Fig. 1: run 1, routing congestion map
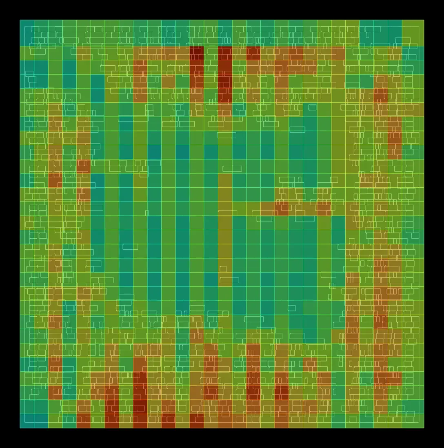
Fig. 2: run 1, placed cells, one color a class
The bar under the picture is 50 um long.
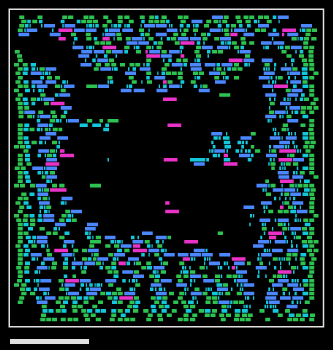
Fig. 3: run 1, sequential cells colored by netlist name
The bar under the picture is 50 um long. Other sequential cells in the stronger gray, the rest of the logic in the fainter gray.
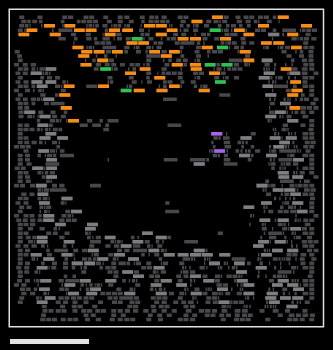
## src/rtl/mem_arbiter_pkg.sv

```systemverilog
// Shared types for the fetch/data memory arbiter: bus widths, payload types,
// FSM states and grant encoding, plus the fetch-word lane selector.
package mem_arbiter_pkg;

  localparam int ADDR_WIDTH = 64;
  localparam int DATA_WIDTH = 64;
  localparam int MASK_WIDTH = DATA_WIDTH / 8;
  localparam int INST_WIDTH = 32;

  typedef logic [ADDR_WIDTH-1:0] addr_t;
  typedef logic [DATA_WIDTH-1:0] data_t;
  typedef logic [MASK_WIDTH-1:0] mask_t;
  typedef logic [INST_WIDTH-1:0] inst_t;

  typedef enum logic [1:0] {ARB_IDLE, ARB_IF, ARB_MEM, ARB_DONE} arb_state_enum;
  typedef enum logic {GRANT_IF, GRANT_MEM} arb_grant_enum;

  // Address bit 2 picks the upper or lower 32-bit word of the doubleword.
  function automatic inst_t pick_inst(input data_t dw, input logic hi);
    return hi ? dw[DATA_WIDTH-1:INST_WIDTH] : dw[INST_WIDTH-1:0];
  endfunction

endpackage

```

## src/rtl/mem_arbiter_if.sv

```systemverilog
// Bundle of fetch, data and downstream RAM handshakes around mem_arbiter.
// slave = arbiter view, master = surrounding core/memory view.
interface mem_arbiter_if;
  import mem_arbiter_pkg::*;

  logic  if_request;
  addr_t if_addr;
  logic  if_ready;
  inst_t if_rdata;

  logic  mem_request;
  logic  mem_we;
  addr_t mem_addr;
  data_t mem_wdata;
  mask_t mem_wmask;
  logic  mem_ready;
  data_t mem_rdata;

  logic  ram_request;
  logic  ram_we;
  addr_t ram_addr;
  data_t ram_wdata;
  mask_t ram_wmask;
  logic  ram_ready;
  data_t ram_rdata;

  modport slave (
    input  if_request, if_addr,
    input  mem_request, mem_we, mem_addr, mem_wdata, mem_wmask,
    input  ram_ready, ram_rdata,
    output if_ready, if_rdata,
    output mem_ready, mem_rdata,
    output ram_request, ram_we, ram_addr, ram_wdata, ram_wmask
  );

  modport master (
    output if_request, if_addr,
    output mem_request, mem_we, mem_addr, mem_wdata, mem_wmask,
    output ram_ready, ram_rdata,
    input  if_ready, if_rdata,
    input  mem_ready, mem_rdata,
    input  ram_request, ram_we, ram_addr, ram_wdata, ram_wmask
  );

endinterface

```

## src/rtl/mem_arbiter.sv

```systemverilog
// Two-requester arbiter (fetch, data) onto one 64-bit memory port, one
// transaction at a time. Define MEM_ARB_RR_EN for round-robin on conflict.
module mem_arbiter
  import mem_arbiter_pkg::*;
(
  input  logic         clk,
  input  logic         rstn,
  mem_arbiter_if.slave bus
);

  arb_state_enum state_q;
  arb_grant_enum grant_d;
  logic          grant_vld_d;

  logic  ram_request_q;
  logic  ram_we_q;
  addr_t ram_addr_q;
  data_t ram_wdata_q;
  mask_t ram_wmask_q;
  logic  if_ready_q;
  logic  mem_ready_q;
  data_t rdata_q;

`ifdef MEM_ARB_RR_EN
  arb_grant_enum last_grant_q;
`endif

  always_comb begin
    grant_vld_d = bus.if_request | bus.mem_request;
    grant_d     = GRANT_IF;
    if (bus.if_request && bus.mem_request) begin
`ifdef MEM_ARB_RR_EN
      grant_d = (last_grant_q == GRANT_IF) ? GRANT_MEM : GRANT_IF;
`else
      grant_d = GRANT_MEM;
`endif
    end else if (bus.mem_request) begin
      grant_d = GRANT_MEM;
    end
  end

  always_ff @(posedge clk) begin
    if (!rstn) begin
      state_q       <= ARB_IDLE;
      ram_request_q <= 1'b0;
      ram_we_q      <= 1'b0;
      ram_addr_q    <= '0;
      ram_wdata_q   <= '0;
      ram_wmask_q   <= '0;
      if_ready_q    <= 1'b0;
      mem_ready_q   <= 1'b0;
      rdata_q       <= '0;
`ifdef MEM_ARB_RR_EN
      last_grant_q  <= GRANT_IF;
`endif
    end else begin
      case (state_q)
        ARB_IDLE: begin
          if (grant_vld_d) begin
            ram_request_q <= 1'b1;
`ifdef MEM_ARB_RR_EN
            last_grant_q  <= grant_d;
`endif
            if (grant_d == GRANT_MEM) begin
              ram_we_q    <= bus.mem_we;
              ram_addr_q  <= bus.mem_addr;
              ram_wdata_q <= bus.mem_wdata;
              ram_wmask_q <= bus.mem_wmask;
              state_q     <= ARB_MEM;
            end else begin
              ram_we_q    <= 1'b0;
              ram_addr_q  <= bus.if_addr;
              ram_wdata_q <= '0;
              ram_wmask_q <= '0;
              state_q     <= ARB_IF;
            end
          end
        end
        ARB_IF, ARB_MEM: begin
          // Payload stays frozen until the downstream completes.
          if (bus.ram_ready) begin
            ram_request_q <= 1'b0;
            rdata_q       <= bus.ram_rdata;
            if_ready_q    <= (state_q == ARB_IF);
            mem_ready_q   <= (state_q == ARB_MEM);
            state_q       <= ARB_DONE;
          end
        end
        ARB_DONE: begin
          // Requests still held during the ready pulse are not re-granted.
          if_ready_q  <= 1'b0;
          mem_ready_q <= 1'b0;
          state_q     <= ARB_IDLE;
        end
        default: state_q <= ARB_IDLE;
      endcase
    end
  end

  assign bus.ram_request = ram_request_q;
  assign bus.ram_we      = ram_we_q;
  assign bus.ram_addr    = ram_addr_q;
  assign bus.ram_wdata   = ram_wdata_q;
  assign bus.ram_wmask   = ram_wmask_q;
  assign bus.if_ready    = if_ready_q;
  assign bus.mem_ready   = mem_ready_q;
  assign bus.mem_rdata   = rdata_q;
  assign bus.if_rdata    = pick_inst(rdata_q, ram_addr_q[2]);

endmodule

```

## src/flat_wrapper.sv

```systemverilog
// flat-port wrapper written by rule: the top's interface ports become plain ports
module mem_arbiter_flat import mem_arbiter_pkg::*;
  (clk, rstn, bus_if_request, bus_if_addr, bus_mem_request, bus_mem_we, bus_mem_addr, bus_mem_wdata, bus_mem_wmask, bus_ram_ready, bus_ram_rdata, bus_if_ready, bus_if_rdata, bus_mem_ready, bus_mem_rdata, bus_ram_request, bus_ram_we, bus_ram_addr, bus_ram_wdata, bus_ram_wmask);
  mem_arbiter_if bus_i ();
  input  logic clk;
  input  logic rstn;
  input wire logic [$bits(bus_i.if_request)-1:0] bus_if_request;
  input wire logic [$bits(bus_i.if_addr)-1:0] bus_if_addr;
  input wire logic [$bits(bus_i.mem_request)-1:0] bus_mem_request;
  input wire logic [$bits(bus_i.mem_we)-1:0] bus_mem_we;
  input wire logic [$bits(bus_i.mem_addr)-1:0] bus_mem_addr;
  input wire logic [$bits(bus_i.mem_wdata)-1:0] bus_mem_wdata;
  input wire logic [$bits(bus_i.mem_wmask)-1:0] bus_mem_wmask;
  input wire logic [$bits(bus_i.ram_ready)-1:0] bus_ram_ready;
  input wire logic [$bits(bus_i.ram_rdata)-1:0] bus_ram_rdata;
  output wire logic [$bits(bus_i.if_ready)-1:0] bus_if_ready;
  output wire logic [$bits(bus_i.if_rdata)-1:0] bus_if_rdata;
  output wire logic [$bits(bus_i.mem_ready)-1:0] bus_mem_ready;
  output wire logic [$bits(bus_i.mem_rdata)-1:0] bus_mem_rdata;
  output wire logic [$bits(bus_i.ram_request)-1:0] bus_ram_request;
  output wire logic [$bits(bus_i.ram_we)-1:0] bus_ram_we;
  output wire logic [$bits(bus_i.ram_addr)-1:0] bus_ram_addr;
  output wire logic [$bits(bus_i.ram_wdata)-1:0] bus_ram_wdata;
  output wire logic [$bits(bus_i.ram_wmask)-1:0] bus_ram_wmask;
  assign bus_i.if_request = bus_if_request;
  assign bus_i.if_addr = bus_if_addr;
  assign bus_i.mem_request = bus_mem_request;
  assign bus_i.mem_we = bus_mem_we;
  assign bus_i.mem_addr = bus_mem_addr;
  assign bus_i.mem_wdata = bus_mem_wdata;
  assign bus_i.mem_wmask = bus_mem_wmask;
  assign bus_i.ram_ready = bus_ram_ready;
  assign bus_i.ram_rdata = bus_ram_rdata;
  assign bus_if_ready = bus_i.if_ready;
  assign bus_if_rdata = bus_i.if_rdata;
  assign bus_mem_ready = bus_i.mem_ready;
  assign bus_mem_rdata = bus_i.mem_rdata;
  assign bus_ram_request = bus_i.ram_request;
  assign bus_ram_we = bus_i.ram_we;
  assign bus_ram_addr = bus_i.ram_addr;
  assign bus_ram_wdata = bus_i.ram_wdata;
  assign bus_ram_wmask = bus_i.ram_wmask;
  mem_arbiter u_core (.clk(clk), .rstn(rstn), .bus(bus_i));
endmodule
```

## config.mk

```make
export PLATFORM = sky130hd
export DESIGN_NAME = mem_arbiter_flat
export DESIGN_NICKNAME = d
export VERILOG_FILES = /design/src/rtl/mem_arbiter_pkg.sv /design/src/rtl/mem_arbiter_if.sv /design/src/rtl/mem_arbiter.sv /design/src/flat_wrapper.sv
export SDC_FILE = /design/constraint.sdc
export NUM_CORES = 1
export LEC_CHECK = 0
export CAP_MARGIN = 20
export CORE_AREA = 2 2 195 197
export CTS_BUF_LIST = sky130_fd_sc_hd__clkbuf_4 sky130_fd_sc_hd__clkbuf_8 sky130_fd_sc_hd__clkbuf_16
export DETAILED_ROUTE_END_ITERATION = 6
export DIE_AREA = 0 0 197 199
export PLACE_DENSITY_LB_ADDON = 0.25
export SLEW_MARGIN = 20
export SYNTH_ARGS = -nofsm -noshare
export SYNTH_HDL_FRONTEND = slang
export SYNTH_SLANG_ARGS = --single-unit
```

## constraint.sdc

```tcl
create_clock -name clk -period 3.1 [get_ports clk]
set_input_delay 0.31 -clock clk [delete_from_list [all_inputs] [get_ports clk]]
set_output_delay 0.31 -clock clk [all_outputs]
set_load 0.01 [all_outputs]
```

==> results_dict.tcl, run 1 <==
# metrics dict for downstream scripts
set metrics [dict create \
    hp-class "input port to register" \
    drt.antenna.violating_nets 0 \
    finish.utilization_pct 38.8 \
    grt_setup_unrepaired "no" \
    hold_start "bus_mem_request" \
    sw_frac_of_total_pct 33.6 \
    pin_count 506 \
    clkPwrFrac_pct 26.9 \
    clockRootBuffer "clkbuf_16" \
    crit_chain "buf_4, mux2_2, clkdlybuf4s50_1" \
    synth_area_per_cell_um2 9.23 \
    largest_cell_class "buffers" \
    critPathSlowestCell "clkdlybuf4s50_1" \
    taps 474 \
    cts_tree "done" \
    ys_warn_count 0 \
    p_total_w 0.0111 \
    post-place-cells 1797 \
    setup_viol 0 \
    xor_share_pct 0 \
    tns_ns 0 \
    antenna_found_initial 0 \
    logic_family "AND-OR/OR-AND gates" \
    maxPowerGroup "combinational logic" \
    highest_layer "met4" \
    gp_congestion 0.773 \
    grt.overflow.total 0 \
    num_antenna_cells 1 \
    chip_area_um2 39200 \
    worst-r2r-cell-count 6 \
    wl_met2_um 15200 \
    power.internal_w 0.00738 \
    worst-path-buf-inv 2 \
    ir_drop_mv 0.322 \
    wl_per_cell_um 16.7 \
    syn-num-nets 1150 \
    p_seq_share_pct 32.9 \
    drtIter0Drc 345 \
    seq_cell_count 206 \
    nonClockBufferCount 523 \
    path_depth 3 \
    whs_ns 0.228 \
    placementRows 71 \
    syn_area_um2 8080 \
    lay_top_cells "504 x clkdlybuf4s50_1, 206 x dfxtp_1, 138 x nor2_1" \
    ctsHoldBuffers 0 \
    cp_data_required_time_ns 2.79 \
    layout-drive-gt1-share_pct 7.47 \
    outcome "completed" \
    synth.top_cells.by_area "dfxtp_1 51%, mux2i_1 7.9%, a22oi_1 6.8%" \
    post_cts_buffers 0 \
    nets 1624 \
    clockBufferDepth 3 \
    holdPathStages 3 \
    clk_share_pct 5.88 \
    cts_max_level 1 \
    worst_slack_ns 0.629 \
    cts-resized-gates 0 \
    worst-slew-pin-transition_ns 0.836 \
    critPathMaxStageDelay_ns 0.49 \
    wirelength_um 30800 \
    tool_warnings 29 \
    drt_pass1_iterations 4 \
    r2r-start "u_core.state_q[0]$_SDFFE_PN0P_" \
    synth_top_cell_by_count "dfxtp_1" \
    grt_pass1_wl_um 45600 \
    yosysUniqueCellTypes 25 \
    ys_seq_share_pct 51.0 \
    initCoreUtil_pct 21.8 \
    synth_cells 876 \
    inverters_excl_clock 4 \
    ys_area_um2 8080 \
    clock_sink_count 206 \
    period_used_pct 79.7 \
    yosysTopAreaCell "dfxtp_1" \
    crit_fanout 34 \
    clkSlewWorstSetupHoldPaths_ns 0.06 \
    common_cells "206 x dfxtp_1, 138 x nor2_1, 129 x nand2_1, 73 x a22oi_1, 70 x a21oi_1" \
    whs_endpoint "u_core.state_q[1]$_SDFFE_PN0P_" \
    cp-startpoint "u_core.bus.ram_addr[2]$_SDFFE_PN0P_" \
    skew_ns 0.0184 \
    slew_violations 0 \
    clockBufferCount 35 \
    r2r-end "u_core.bus.mem_rdata[42]$_SDFFE_PN0P_" \
    seq_share_pct 28.6 \
    io_buffers 505 \
    die_height_um 199 \
    sh_comb_area_pct 24.9 \
    power-per-cell-area_nw_per_um2 771 \
]
-- Fig. 1 (at the start) --
GR Layer Usage met2: 26.1%
GR Util met1: 17.4%

-- Fig. 2 (at the start) --
[all other logic] cyan | cells: 594 | share of their area: 26%
[other buffers and delay cells] green | cells: 523 | share of their area: 38%
[clock drivers and dummy loads] magenta | cells: 43 | share of their area: 6.1%
[flip-flops] blue | cells: 206 | share of their area: 30%

-- Fig. 3 (at the start) --
[u_core.state_q] purple | placed flops: 2
[u_core.bus.ram_wmask] green | placed flops: 8
[u_core.bus.ram_wdata] orange | placed flops: 64 | where: a horizontal strip, top

## Run 2: what changed since run 1
--- a/config.mk
+++ b/config.mk
@@ -6,10 +6,10 @@
 export NUM_CORES = 1
 export LEC_CHECK = 0
 export CAP_MARGIN = 20
-export CORE_AREA = 2 2 195 197
+export CORE_AREA = 2 2 196 198
 export CTS_BUF_LIST = sky130_fd_sc_hd__clkbuf_4 sky130_fd_sc_hd__clkbuf_8 sky130_fd_sc_hd__clkbuf_16
 export DETAILED_ROUTE_END_ITERATION = 6
-export DIE_AREA = 0 0 197 199
+export DIE_AREA = 0 0 198 200
 export PLACE_DENSITY_LB_ADDON = 0.25
 export SLEW_MARGIN = 20
 export SYNTH_ARGS = -nofsm -noshare
==> constraint.sdc (replaced) <==
create_clock -name clk -period 2.1 [get_ports clk]
set_input_delay 0.21 -clock clk [delete_from_list [all_inputs] [get_ports clk]]
set_output_delay 0.21 -clock clk [all_outputs]
set_load 0.01 [all_outputs]
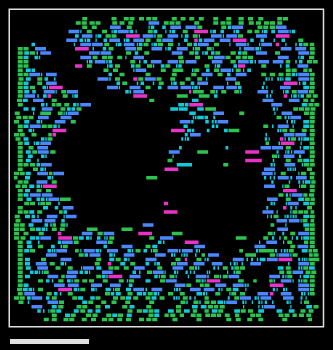
Fig. 4. Placed cells, one color a class (run 2).
The bar under the picture is 50 um long.
[clock drivers and dummy loads] magenta | cells: 42 | share of their area: 5.6%
[all other logic] cyan | cells: 594 | share of their area: 26%
[other buffers and delay cells] green | cells: 544 | share of their area: 39%
[flip-flops] blue | cells: 206 | share of their area: 29%
sequential cell area share: 28.1%
design area: 14,700 um2
row cnt: 71
final cell utilization of the core: 39.3%

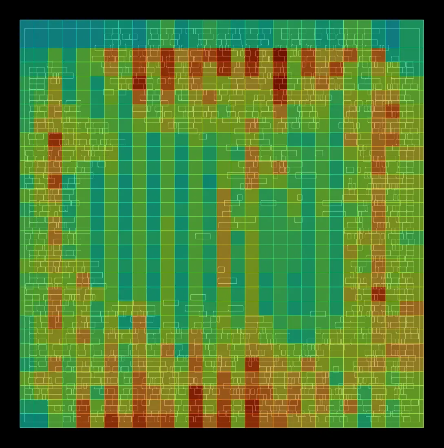
Fig. 5. Routing congestion map (run 2).
GR Layer Usage met2: 27.0%
most used routing layer: met2
post-DR wirelength/cell: 16.6 um
GR Util met1: 16.8%

==> run 2 against run 1 <==
- register-to-register slack lost 0.73 ns
- non-clock buffer count up 21
- highest routed layer unchanged
- sequential share of layout area decreased by 0.50 points
- area after synthesis unchanged
- global-route usage is essentially flat
- combinational power grew 55%
==> results_dict.tcl, run 2 <==
# metrics dict for downstream scripts
set metrics [dict create \
    power-per-cell-area_nw_per_um2 1120 \
    synth_top_cell_by_count "dfxtp_1" \
    ys_area_um2 8080 \
    whs_ns 0.234 \
    tool_warnings 29 \
    chip_area_um2 39600 \
    ctsHoldBuffers 0 \
    grt_pass1_wl_um 45900 \
    cts-resized-gates 36 \
    ir_drop_mv 0.455 \
    inverters_excl_clock 4 \
    grt.overflow.total 0 \
    synth_area_per_cell_um2 9.23 \
    cts_tree "done" \
    clk_share_pct 5.35 \
    clockBufferCount 35 \
    layout-drive-gt1-share_pct 8.87 \
    clock_sink_count 206 \
    period_used_pct 96.4 \
    tns_ns 0 \
    slew_violations 0 \
    p_total_w 0.0165 \
    drtIter0Drc 231 \
    nets 1645 \
    whs_endpoint "u_core.bus.mem_rdata[61]$_SDFFE_PN0P_" \
    taps 511 \
    outcome "completed" \
    hold_start "bus_ram_rdata[61]" \
    maxPowerGroup "combinational logic" \
    syn-num-nets 1150 \
    synth.top_cells.by_area "dfxtp_1 51%, mux2i_1 7.9%, a22oi_1 6.8%" \
    logic_family "AND-OR/OR-AND gates" \
    worst-path-buf-inv 3 \
    worst_slack_ns 0.0752 \
    worst-r2r-cell-count 6 \
    syn_area_um2 8080 \
    crit_chain "buf_12, buf_4, mux2_2, dlygate4sd2_1" \
    cts_max_level 1 \
    ys_seq_share_pct 51.0 \
    drt.antenna.violating_nets 0 \
    antenna_found_initial 1 \
    seq_cell_count 206 \
    wl_met2_um 15800 \
    num_antenna_cells 1 \
    clockRootBuffer "clkbuf_16" \
    largest_cell_class "buffers" \
    crit_fanout 11 \
    lay_top_cells "472 x clkdlybuf4s50_1, 205 x dfxtp_1, 138 x nor2_1" \
    clockBufferDepth 3 \
    ys_warn_count 0 \
    initCoreUtil_pct 21.6 \
    pin_count 506 \
    hp-class "input port to register" \
    highest_layer "met4" \
    xor_share_pct 0 \
    grt_setup_unrepaired "no" \
    common_cells "206 x dfxtp_1, 138 x nor2_1, 129 x nand2_1, 73 x a22oi_1, 70 x a21oi_1" \
    holdPathStages 3 \
    p_seq_share_pct 32.8 \
    sh_comb_area_pct 24.4 \
    setup_viol 0 \
]
Power figures rest on the tool's default switching activity, not on a simulated workload.
